**Run 1: PDN straps and rails**

Pins as bars on the die edge. Tap cells in gray.
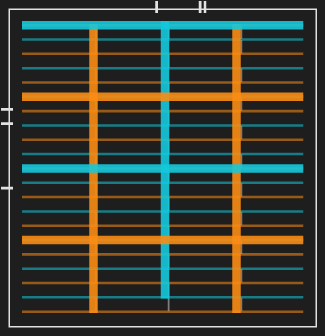
**Run 1: cells colored by class**

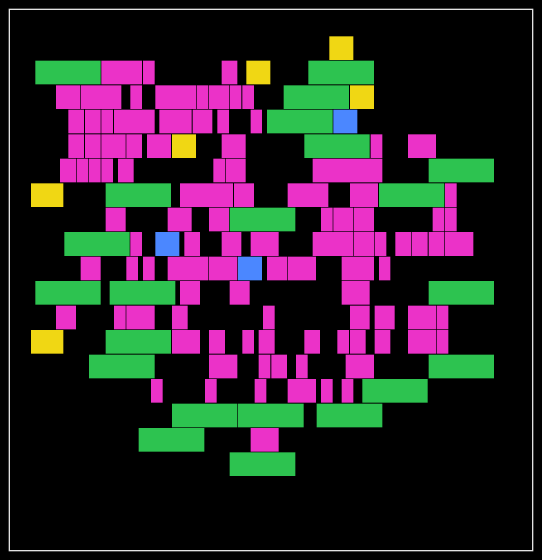
**Run 1: clock distribution**

Bar = 20 um.
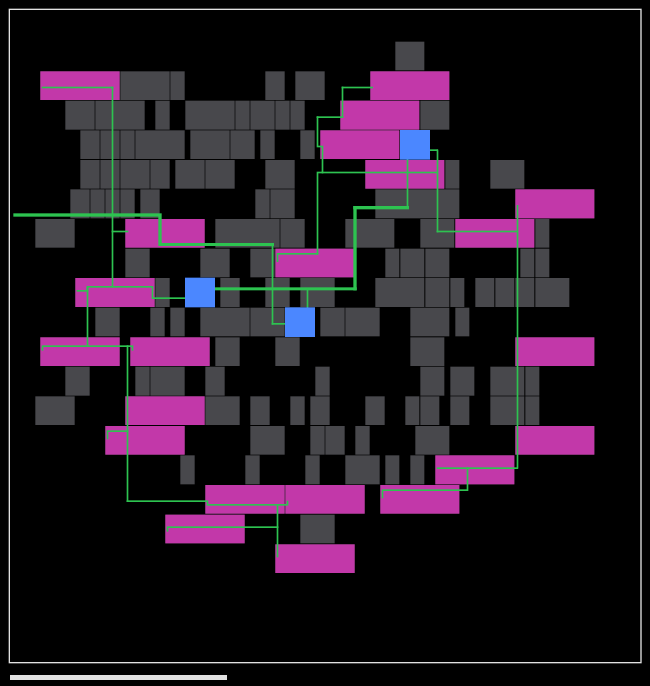
**Run 1: signal wires by layer**

Bar = 20 um.
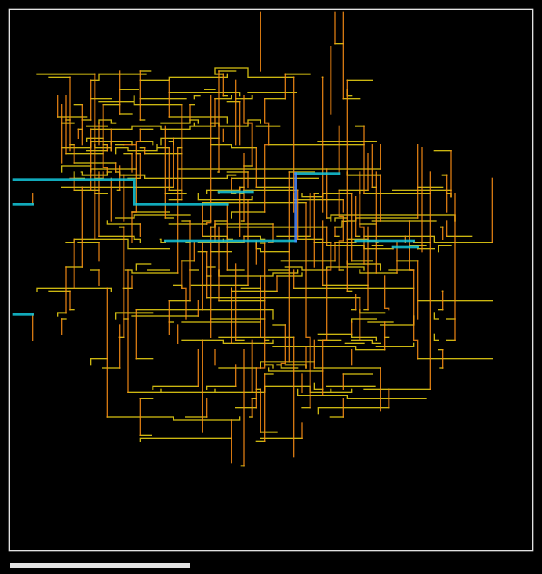
--- config.mk ---
export PLATFORM = sky130hd
export DESIGN_NAME = pin_input_debouncer
export DESIGN_NICKNAME = d
export VERILOG_FILES = /design/src/rtl/pin_io_pkg.sv /design/src/rtl/sync_2ff.sv /design/src/rtl/pin_input_debouncer.sv
export SDC_FILE = /design/constraint.sdc
export NUM_CORES = 1
export LEC_CHECK = 0
export CAP_MARGIN = 20
export CORE_AREA = 2 2 56 58
export DETAILED_ROUTE_END_ITERATION = 10
export DIE_AREA = 0 0 58 60
export PLACE_DENSITY = 0.67
export REMOVE_ABC_BUFFERS = 1
export SYNTH_ARGS = -nofsm -noshare
export SYNTH_HDL_FRONTEND = slang
export SYNTH_SLANG_ARGS = --single-unit
--- constraint.sdc ---
create_clock -name clk -period 2 [get_ports clk]
set_input_delay 0.4 -clock clk [delete_from_list [all_inputs] [get_ports clk]]
set_output_delay 0.4 -clock clk [all_outputs]
set_load 0.1 [all_outputs]
--- src/rtl/pin_io_pkg.sv ---
// Shared constants and FSM state type for the board pin-input blocks.
// Pure declarations: no logic, no latency, no flow control.
package pin_io_pkg;

    localparam int OSC_HZ   = 2080000;
    localparam int DEB_10MS = OSC_HZ / 100;

    // Bit 1 of each encoding equals the debounced level in that state.
    typedef enum logic [1:0] {
        STABLE_LOW  = 2'b00,
        PEND_HIGH   = 2'b01,
        STABLE_HIGH = 2'b11,
        PEND_LOW    = 2'b10
    } deb_state_t;

endpackage

--- src/rtl/sync_2ff.sv ---
// Two-flop synchroniser for asynchronous inputs, synchronous active-low reset to 0.
// Latency 2 cycles; no backpressure (free-running sampler).
module sync_2ff #(
    parameter int WIDTH = 1
) (
    input  logic             clk,
    input  logic             rst_n,
    input  logic [WIDTH-1:0] d,
    output logic [WIDTH-1:0] q
);

    logic [WIDTH-1:0] s1;

    always_ff @(posedge clk) begin
        if (!rst_n) begin
            s1 <= '0;
            q  <= '0;
        end else begin
            s1 <= d;
            q  <= s1;
        end
    end

endmodule

--- src/rtl/pin_input_debouncer.sv ---
// Synchronise, debounce and edge-detect one board pin; optional press counter (PIN_DEBOUNCE_PRESS_COUNT_EN).
// Latency pin->level STABLE_CYCLES+2 cycles; no backpressure, all outputs registered.
module pin_input_debouncer
    import pin_io_pkg::*;
#(
    parameter int STABLE_CYCLES = DEB_10MS,
    parameter int CNT_W         = 15
) (
    input  logic       clk,
    input  logic       rst_n,
    input  logic       pin,
    output logic       level,
    output logic       rise,
    output logic       fall
`ifdef PIN_DEBOUNCE_PRESS_COUNT_EN
    ,
    output logic [7:0] press_count
`endif
);

    localparam logic [CNT_W-1:0] CNT_LAST = CNT_W'(STABLE_CYCLES - 1);
    localparam logic [CNT_W-1:0] CNT_ONE  = CNT_W'(1);

    logic             pin_s;
    deb_state_t       state;
    logic [CNT_W-1:0] cnt;
    logic             rise_event;
    logic             fall_event;

    sync_2ff #(
        .WIDTH(1)
    ) u_sync (
        .clk   (clk),
        .rst_n (rst_n),
        .d     (pin),
        .q     (pin_s)
    );

    // Terminal compare comes before any increment, so cnt never reaches 2^CNT_W.
    assign rise_event = (state == PEND_HIGH) && pin_s  && (cnt == CNT_LAST);
    assign fall_event = (state == PEND_LOW)  && !pin_s && (cnt == CNT_LAST);

    always_ff @(posedge clk) begin
        if (!rst_n) begin
            state <= STABLE_LOW;
            cnt   <= '0;
            level <= 1'b0;
            rise  <= 1'b0;
            fall  <= 1'b0;
        end else begin
            rise <= 1'b0;
            fall <= 1'b0;
            case (state)
                STABLE_LOW: begin
                    if (pin_s) begin
                        state <= PEND_HIGH;
                        cnt   <= CNT_ONE;
                    end else begin
                        cnt   <= '0;
                    end
                end
                PEND_HIGH: begin
                    if (!pin_s) begin
                        state <= STABLE_LOW;
                        cnt   <= '0;
                    end else if (rise_event) begin
                        state <= STABLE_HIGH;
                        level <= 1'b1;
                        rise  <= 1'b1;
                        cnt   <= '0;
                    end else begin
                        cnt   <= cnt + CNT_ONE;
                    end
                end
                STABLE_HIGH: begin
                    if (!pin_s) begin
                        state <= PEND_LOW;
                        cnt   <= CNT_ONE;
                    end else begin
                        cnt   <= '0;
                    end
                end
                PEND_LOW: begin
                    if (pin_s) begin
                        state <= STABLE_HIGH;
                        cnt   <= '0;
                    end else if (fall_event) begin
                        state <= STABLE_LOW;
                        level <= 1'b0;
                        fall  <= 1'b1;
                        cnt   <= '0;
                    end else begin
                        cnt   <= cnt + CNT_ONE;
                    end
                end
                default: begin
                    state <= STABLE_LOW;
                    cnt   <= '0;
                    level <= 1'b0;
                end
            endcase
        end
    end

`ifdef PIN_DEBOUNCE_PRESS_COUNT_EN
    // Counts on the same edge that raises rise, so the count already includes it.
    always_ff @(posedge clk) begin
        if (!rst_n) begin
            press_count <= '0;
        end else if (rise_event) begin
            press_count <= press_count + 8'd1;
        end
    end
`else
    // Press counter absent: level/rise/fall are the only outputs.
`endif

endmodule

==> run notes, run 1 <==
The flow ran to the end, and the final reports show no timing, DRC or antenna violations. The post-CTS hold buffer count recorded in the log is 0. Among all flip-flop cells after synthesis, the most frequent one is dfxtp_1. Ranking logic cells in the layout by count gives the top entries dfxtp_1 (22), nor2_1 (20), xnor2_1 (11). Nets still carrying antenna violations after routing amount to 0.

The synthesized-area fraction occupied by xor and xnor cells came out at 10.33%. The count of library flops with an enable pin was 0; the routed length on met3 was 62 um. The chip occupies 3480 um2. In the per-layer summary, the met1 wirelength comes to 1000 um.

The post-CTS setup-driven buffer insertion count was 0; the placed instance area was 1179 um2. Among all cell classes, the greatest summed area belongs to combinational gates. The final instance area is 1201 um2, and the cell count after placement is 163. In this run the standard cell core region covers 2903 um2.

The fraction of the yosys area taken by sequential cells came out at 39.95%. For this run, the post-layout net count is 143. Once routing completed, OpenROAD measured the worst setup slack at 0.1984 ns. The cell-mix breakdown from Yosys lists the simple-gate area share as 31.78%. The post-synthesis average cell area was 8.680 um2; the final-report setup violation count was 0. Of all the cell area in the finished design, the clock network holds 1.875%.

The cell area power density is 572.0 nW/um2, and the count of buffers from port buffering is 5. Global routing consumed, on the met2 layer, 23.70% of the routing resources. Per the synthesis report, the number of distinct cell types is 31. The number of gates resized after CTS is 0.

In the synthesized netlist the async set-or-reset flop fraction comes to 0%. The count of buffer and inverter cells on the critical path works out to 0. The number of ordinary and repair buffers in the finished layout was 6; the share of the clock period used by the worst path after layout was 90.08%.

The run gives 0.002273 ns as the maximum clock skew at final layout. Counting instances in the post-synthesis netlist gives the leading cell types as dfxtp_1 (22), nor2_1 (20), xnor2_1 (11). The layout report lists the multi-input gate area as 613.1 um2. The logs give 0.0006871 W for the final total power and 4 for the detailed-routing iteration count for the pre-antenna-repair pass. The slowest stage cell on the critical path was or4_1. Per report_power, the top consumer among the power groups is sequential cells. The power dissipated in the clock network is 0.000196 W. By instance count, the leading cell after synthesis is dfxtp_1. In the post-route report, total wirelength is listed as 2045 um. The synthesized area was 1102 um2; the post-synthesis share of cell area spent on full adders, half adders and majority gates was 5.675%. The tools report the number of buffers between clock root and the deepest sink as 2. Area share of the largest cell type after synthesis: 39.95%. Kind of end point of the critical path: a register. Sorting the Yosys area breakdown by cell type puts at the top dfxtp_1. The worst setup path is launched from a register. The area taken by sequential standard cells is reported as 440.4 um2. The run gives 0.0001537 W as the power spent charging and discharging nets.

The run gives 974 um as the routed length on met2. Dominant combinational cell family by area after synthesis: simple AND/OR/NAND/NOR gates. TritonCTS built the clock tree. The run gives 0 as the initial antenna violation count. The logs give 0 for the total overflow reported by the global router and 1542 um for the post-detailed-placement half-perimeter wirelength. Setup repair after global routing left no endpoint under its margin. The fraction of power consumed by sequential logic was 65.4%; the combinational fraction of the cell area was 51.04%. Non-clock buffering takes up 4.167% of total cell area after layout. The transition time recorded at the tightest slew-check pin is 0.3499 ns. The deepest level of the CTS H-tree was 1; the layout overhead on the synthesized area was 8.967%.
-- 'PDN straps and rails' (at the start) --
Orange stands for VSS. Cyan stands for VDD.
33 tap cells. 3 straps on met4. 4 straps on met5.

-- 'cells colored by class' (at the start) --
Yellow stands for remaining buffers and delay cells, cells 6, share of their area 4.3%. Green stands for sequential cells, cells 22, share of their area 38%. Blue stands for clock drivers, cells 3, share of their area 1.9%. Magenta stands for combinational and other logic, cells 102, share of their area 56%.

-- 'clock distribution' (at the start) --
Magenta stands for flip-flops, count 22. Green stands for clock wires, length 266 um. Blue stands for clock drivers, count 3.
There are 4 routed clock nets.

-- 'signal wires by layer' (at the start) --
Yellow stands for metal 1, wire length 1000 um. Blue stands for metal 4, wire length 7.50 um. Orange stands for metal 2, wire length 975 um. Cyan stands for metal 3, wire length 62.8 um.

## run 1: flip-flops by register name, summed over array words and instances (netlist names)
register / flops
rise: 1
u_sync.q: 1
fall: 1
level: 1
cnt: 15
state: 2
u_sync.s1: 1
## run 1: path summary, 6_finish.rpt
path,from,to,slack [ns],cells after the start
setup reg to reg,cnt[0]$_SDFF_PN0_,state[1]$_SDFFE_PN0P_,0.20,5
hold reg to reg,u_sync.s1$_SDFF_PN0_,u_sync.q$_SDFF_PN0_,0.45,1
hold / removal,u_sync.s1$_SDFF_PN0_,u_sync.q$_SDFF_PN0_,0.45,1
setup / recovery,cnt[0]$_SDFF_PN0_,state[1]$_SDFFE_PN0P_,0.20,5
**Run 1: routing congestion**

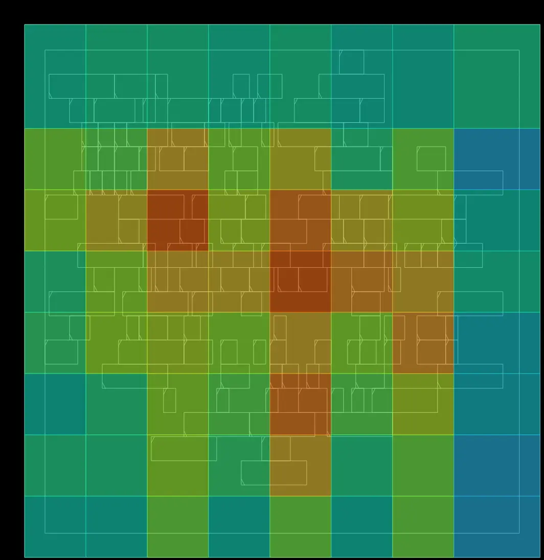

==> run 2, diff against run 1 <==
CORE_AREA = 2 2 55 57   (was 2 2 56 58)
DIE_AREA = 0 0 57 59   (was 0 0 58 60)
PLACE_DENSITY = 0.69   (was 0.67)
RECOVER_POWER = 50   (was unset)
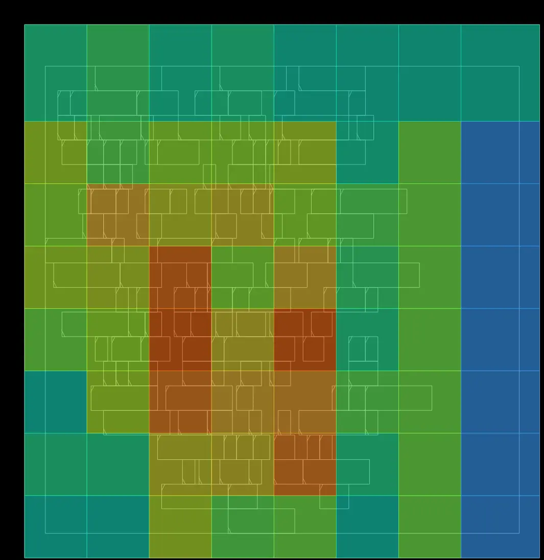
**Above:** run 2 (routing congestion).
per-cell routed wire length: 11.80 um
GRT Max-Usage Layer: met2
Global Route met3 Usage: 1.965%
aggregate global-route resource usage: 13.33%

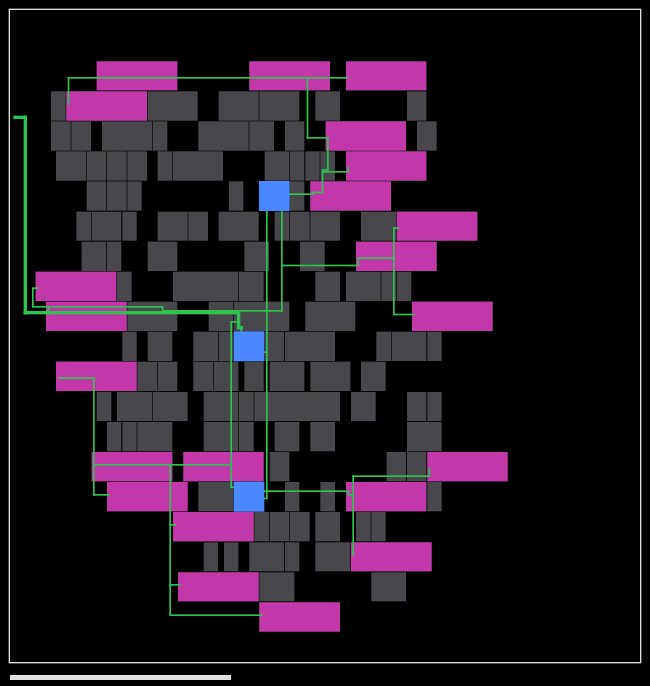
**Above:** run 2 (clock distribution).
Bar = 20 um.
Green stands for clock wires, length 266 um. Magenta stands for flip-flops, count 22. Blue stands for clock drivers, count 3.
There are 4 routed clock nets.
setup clock skew after layout: 0.004162 ns
clock latency on the worst-skew pair: 0.30 ns
Clk power: 0.000243 W
Clk network pwr share: 33.1%

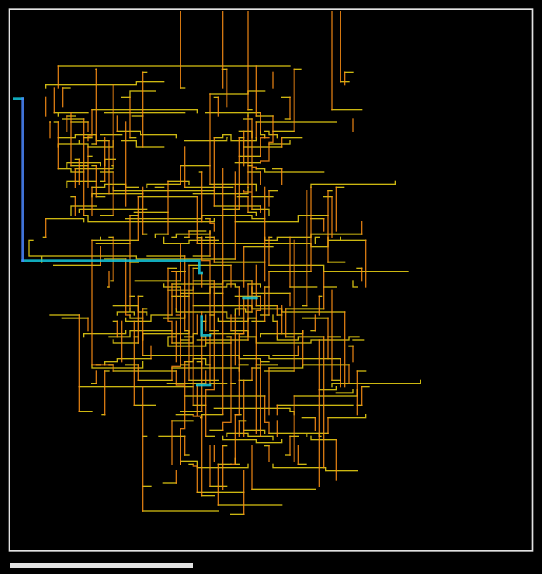
**Above:** run 2 (signal wires by layer).
Bar = 20 um.
Yellow stands for metal 1, wire length 974 um. Cyan stands for metal 3, wire length 27.6 um. Orange stands for metal 2, wire length 928 um. Blue stands for metal 4, wire length 17.7 um.

==> run 2 against run 1 <==
- setup slack got worse by 0.012 ns
- sequential power about the same
- fmax decreased by 0.65%
- final area increased by 0.10%
- register-to-register slack about the same
- sequential cell count unchanged
- count of clock-buffer cells in the layout increased by 1
- total power increased by 6.7%
- sequential share of layout area about the same
- worst hold slack improved by 0.00098 ns
- clock skew increased by 0.0019 ns
- critical endpoint unchanged
==> run notes, run 2 <==
The count of buffer and inverter cells on the critical path works out to 0 (unchanged). Sorting the Yosys area breakdown by cell type puts at the top dfxtp_1. With the post-synthesis async set-or-reset flop share at 0% (unchanged), the transition time at the pin with the least slew margin is 0.5425 ns (+0.1926 ns). The number of library cell types mapped by synthesis was 31 (unchanged).

For the routed length on met2, the log shows 927 um (-4.8%). The detailed-routing iteration count for the pre-antenna-repair pass was 4 (unchanged). STA classifies the critical path endpoint as a register. STA lists the endpoint of the worst register-to-register path as state[1]$_SDFFE_PN0P_. The flow ran to the end, and the final reports show no timing, DRC or antenna violations. The run gives 161 (-1.2%) for the cell count after placement.

Looking at the critical path, the single cell with the biggest stage delay is or4_1. Origin of the critical flop-to-flop path: cnt[0]$_SDFF_PN0_. The fraction of the yosys area taken by sequential cells is 39.95% (unchanged). The run gives 609.8 nW/um2 (+6.6%) for the cell area power density. The number of gates on the worst path with buffers counted came out at 5 (unchanged). The run gives 0.0007332 W (+6.7%) for the final total power. The number of gates resized after CTS came out at 0 (unchanged).

For the total overflow reported by the global router, the log shows 0 (unchanged). The power spent charging and discharging nets came out at 0.0001594 W (+3.7%). The final-report setup violation count came out at 0 (unchanged).

The tools report the fraction of power consumed by sequential logic as 61.4% (-4.0 points). The setup slack of the most critical reg-to-reg path was 0.19 ns (about the same). With the post-synthesis share of cell area spent on full adders, half adders and majority gates at 5.675% (unchanged), the cell count of the worst hold path is 1 (unchanged). The power group with the largest share was sequential cells. The deepest level of the CTS H-tree is 1 (unchanged), and the slack of the critical path is 0.1867 ns (-0.01172 ns). The most common logic cells in the final layout are dfxtp_1 (22), nor2_1 (20), xnor2_1 (11). The tools report the start point of the critical path as cnt[0]$_SDFF_PN0_. The dominant register cell was dfxtp_1. Grouping non-sequential cells by family puts the most area in simple AND/OR/NAND/NOR gates. The post-CTS setup-driven buffer insertion count was 0 (unchanged). In the hold report, the worst path ends at u_sync.q$_SDFF_PN0_. Per the run report, area growth between synthesis and finish was 9.080%. Synthesized-area fraction occupied by xor and xnor cells: 10.33% (unchanged).

The synthesized area was 1102 um2 (unchanged). OpenSTA lists the critical path endpoint as state[1]$_SDFFE_PN0P_. Startpoint of the tightest hold check path: u_sync.s1$_SDFF_PN0_. The run gives 3363 um2 (-3.4%) for the die area.

The run gives 0 (unchanged) for the remaining number of nets flagged by the antenna check after routing.
==> run 2: layout make-up <==
| type | count | area share (%) |
|---|---|---|
| timing repair buffer | 6 | 3.330 |
| inverter | 9 | 2.810 |
| multi-input combinational | 93 | 50.99 |
| sequential | 22 | 36.63 |
| tap | 31 | 3.226 |
| clock buffer | 4 | 3.018 |
==> run 2: kinds of logic (layout without fill, tap and decap cells) <==
kind of cell / after synthesis / count (layout)
AOI/OAI and AO/OA: 12 / 12
xor gates and xnor gates: 13 / 13
adders and majority gates: 5 / 5
buffers and inverters: 12 / 19
DFF: 22 / 22
muxes: 1 / 1
and+or+nand+nor: 62 / 62
==> run 2: routing by layer <==
layer  up-vias  track usage, %
met5         -               0
met4         0           6.977
met3         2           1.965
met2         7           20.69
met1       415           18.05
li1        457               -
No activity file was given, so power comes from the tool's default toggle rates.
